Run 1, zoomed window:
Window x 146 to 171, y 20 to 45 um. Cells in grey, sequential cells in the stronger grey; small squares are vias.
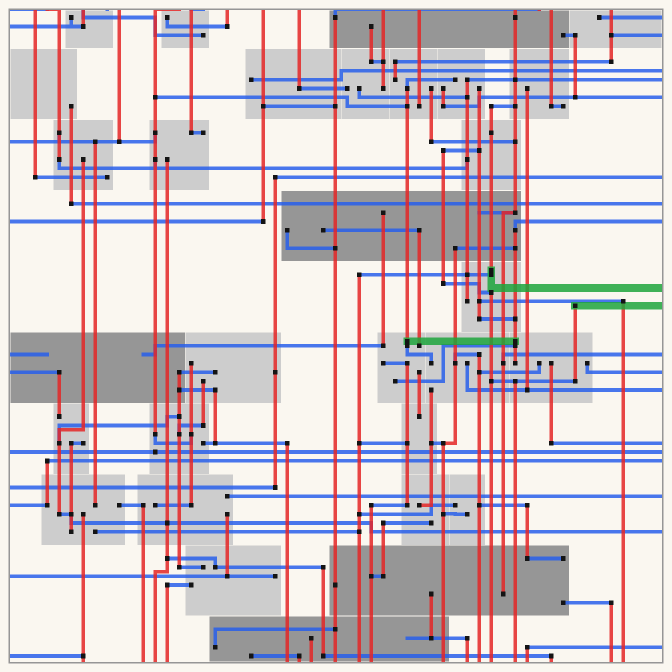
Run 1, power grid:
The bar under the picture is 50 um long. Pins as bars on the die edge. Tap cells in grey.
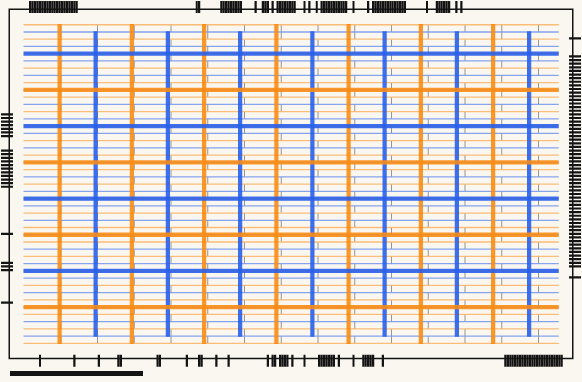
Run 1, metal layers overlaid:
Two of the layers only.
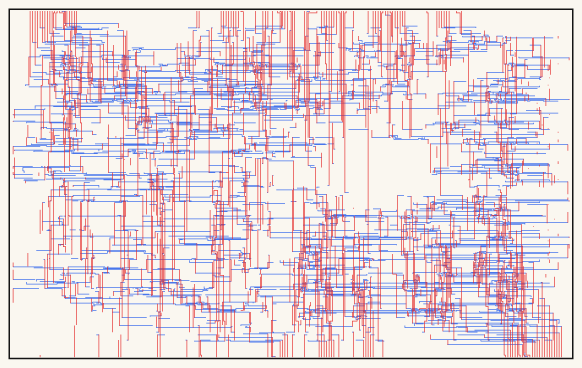
==> config.mk <==
export PLATFORM = sky130hd
export DESIGN_NAME = gecko_memory_stage_flat
export DESIGN_NICKNAME = d
export VERILOG_FILES = /design/src/rtl/gecko_memory_stage_pkg.sv /design/src/rtl/gecko_memory_stage_if.sv /design/src/rtl/gecko_load_tracker.sv /design/src/rtl/gecko_memory_stage.sv /design/src/flat_wrapper.sv
export SDC_FILE = /design/constraint.sdc
export NUM_CORES = 1
export LEC_CHECK = 0
export CAP_MARGIN = 15
export CORE_ASPECT_RATIO = 0.6
export CORE_MARGIN = 5
export CORE_UTILIZATION = 30
export CTS_CLUSTER_SIZE = 40
export DETAILED_ROUTE_END_ITERATION = 8
export PLACE_DENSITY_LB_ADDON = 0.05
export SKIP_LAST_GASP = 1
export SLEW_MARGIN = 10
export SYNTH_ARGS = -nofsm -noshare
export SYNTH_HDL_FRONTEND = slang
export SYNTH_SLANG_ARGS = --single-unit
export TNS_END_PERCENT = 100
==> constraint.sdc <==
create_clock -name clk -period 5.1 [get_ports clk]
set_input_delay 1.02 -clock clk [delete_from_list [all_inputs] [get_ports clk]]
set_output_delay 1.02 -clock clk [all_outputs]
set_load 0.02 [all_outputs]
==> run summary <==
Synthesis and PnR results.

- After legalization and detailed placement, the total HPWL measured 17,060 um.
- The relative area change from synthesis to final layout is 42.90%.
- The number of inserted diodes reads 0.
- The floorplan report gives the top-level pin count as 227.
- The post-cts hold-fix buffer tally is 0.
- The setup total negative slack reads 0 ns.
- The part of the cycle the worst path needs reads 0.7390.
- Looking at the max-slew report, the worst-margin pin has a slew of 1.016 ns.
- The highest clock rate reads 265.3 MHz.
- The average size of a mapped cell is 10.85 sq um.
- The worst hold-check path type is reg -> reg.
- The arrival time reported for the critical path endpoint is 2.75 ns.
- The number of flip-flops in the largest register reads 44.
- The number of cell rows is 44.
- The flow ran to the end, and the final reports show no timing, DRC or antenna violations.
- Per the layout report, the design carries 2,285 filler cells.
- Setup repair after global routing left no endpoint under its margin.
- The remaining routing DRC violations is 0.
- The total track usage is 0.1666.
- The worst reg-to-reg setup slack is 1.93 ns.
- The clock-pin slew on the worst setup and hold paths is 0.07 ns.
- After synthesis, the chip area reported by Yosys is 7279 sq um.
- Per the post-place timing report, worst setup slack is 1.210 ns.
- The async set-reset flop share out of synthesis reads 0.7215.
- The count of TritonRoute iterations in the first routing pass is 4.
- After clock tree synthesis, the setup repair step added 0 buffers.
- The number of flops mapped to enable cells by yosys reads 44.
- The kind of capture point of the worst setup path reads a primary output.
- For this run, the detailed router reports a per-instance via density of 4.710.
- The proportion of synthesized chip area in sequential cells is 0.5734.
- The number of warnings in the stage logs reads 30.
- The worst-case hold slack reads 0.4711 ns.
- The final core utilization is 0.4324.
- The max capacitance violation total reads 0.
- The setup clock skew after layout is 0.01011 ns.
- The normalized max-slew margin is 0.3186.
- The cell count in the Yosys report is 671.
- The chip occupies 27,580 sq um.
- The post-synthesis instance total reads 671.
- The first global-routing pass estimated 35,370 um of wire.
- Clock tree synthesis found a total of 158 sinks.
- Clock latency on the worst-skew pair, taken at its later pin, is 0.42 ns.
- The layout summary lists the proportion of cells stronger than drive strength 1 as 0.1061.
- The final RePlAce weighted congestion reads 0.7648.
- The final hold violation count recorded for this run is 0.
- TritonCTS built the clock tree.
- The fraction of the core area occupied by cells at floorplan is 0.3026.
- The synthesis warning total reads 0.
- The cell at the root of the clock tree reads clkbuf_16.
- The required time of the critical path reads 4.08 ns.
- The most common flop cell mapped by yosys is dfrtp_1.
- The shortest clock period the worst path allows after layout reads 3.769 ns.
- The cell total after placement is 1,185.
- The highest net fanout along the worst path reads 14.
- The final number of max-transition violations is 0.
- Setup slack closes at 1.331 ns.
Back to the opening pictures, 'zoomed window':
[green] met3
[blue] met1
[red] met2
cells with their middle in the window: 29
sequential cells in the window: 5
most frequent: or3_1 (5), dfrtp_1 (5), o21ai_0 (4)

Back to the opening pictures, 'power grid':
[blue] VDD
[orange] VSS
rows: 44
tap cells: 322
Core Region: 24,060 sq um
die y size: 130.7 um
highest ir drop seen on vdd: 0.0002546 V
width of the chip: 211.1 um

Back to the opening pictures, 'metal layers overlaid':
[red] met2 | wire length: 10,500 um
[blue] met1 | wire length: 11,300 um
vias after detailed routing: 5,732
routed wirelength normalized by instance count: 19.04 um
post-detailed-routing wire length: 23,170 um

[run 1: critical path: stages (launching register included)]
cell and delay, ns:
dfrtp_1 0.75, inv_1 0.12, ha_1 0.41, nand2_1 0.14, o31a_1 0.34, clkdlybuf4s50_1 0.57
[run 1: layout by cell type (no fill, tap or decap), types with 3 or more instances in the layout]
master,synthesis,layout
and2_1,3,3
buf_4,4,11
clkbuf_16,0,17
clkdlybuf4s50_1,0,223
clkinvlp_4,0,4
dfrtp_1,114,114
edfxtp_1,44,44
ha_1,7,7
inv_1,8,8
inv_6,0,6
mux2_2,25,25
mux2i_1,31,31
mux4_2,11,11
nand2_1,202,202
nand2b_1,4,4
nand3_1,33,32
nand3_2,2,3
nor2_1,15,15
nor2b_1,3,3
o21ai_0,46,46
o21ai_1,9,9
o221ai_1,8,8
o22ai_1,7,7
o32ai_1,7,7
or3_1,16,16
xnor2_1,5,5
[run 1: area by class of cell]
type                    instances  area, sq um  share of cell area
clock buffers                  17        425.4             0.04089
clock inverters                15        173.9             0.01672
inverters                       8        30.03            0.002887
multi-input cells             463         2882              0.2770
flip-flops and latches        158         4174              0.4012
well taps                     322        402.9             0.03873
repair buffers                234         2315              0.2225
[run 1: where the power goes]
| group | switching, W | internal (W) | leakage (nW) | total [W] |
|---|---|---|---|---|
| clock | 0.000574 | 0.000738 | 0.282 | 0.00131 |
| combinational | 0.00160 | 0.00126 | 2.29 | 0.00286 |
| sequential | 0.000258 | 0.00171 | 1.80 | 0.00197 |
[run 1: cell usage after synthesis, types with 5 or more instances]
cell type,instances,share of area
clkbuf_1,20,0.010
or3_1,16,0.014
edfxtp_1,44,0.18
mux4_2,11,0.034
nor2_1,15,0.0077
xnor2_1,5,0.0060
nand2_1,202,0.10
o32ai_1,7,0.0084
o22ai_1,7,0.0060
ha_1,7,0.012
inv_1,8,0.0041
buf_1,8,0.0041
o21ai_0,46,0.032
o221ai_1,8,0.0096
nand3_1,33,0.023
buf_2,7,0.0048
dfrtp_1,114,0.39
mux2i_1,31,0.043
mux2_2,25,0.039
o21ai_1,9,0.0062
[run 1: metrics by stage]
| stage | area (sq um) | total power, W |
|---|---|---|
| 2_1_floorplan | 7283 | 0.003582 |
| 3_3_place_gp | 9803 | 0.004860 |
| 3_5_place_dp | 9803 | 0.004897 |
| 4_1_cts | 10400 | 0.006238 |
| 5_1_grt | 10400 | 0.006528 |
| 6_report | 10400 | 0.006145 |
[run 1: layer usage]
metal	share of wire	GRT usage	up-vias
li1	-	-	2761
met1	0.49	0.2471	2842
met2	0.45	0.2485	127
met3	0.057	0.04295	2
met4	0.0024	0.03314	0
met5	0	0	-
[run 1: cell families after synthesis]
family                     count (synthesis)  share of synthesized area
and+or+nand+nor                          289                     0.1746
DFF                                      158                     0.5734
AOI/OAI and AO/OA                         90                    0.07735
muxes                                     68                     0.1184
buffers and inverters                     51                    0.03369
adders and majority gates                  8                    0.01478
xor gates and xnor gates                   6                   0.007219
other                                      1                  0.0005151
Power and IR drop assume default switching activity.
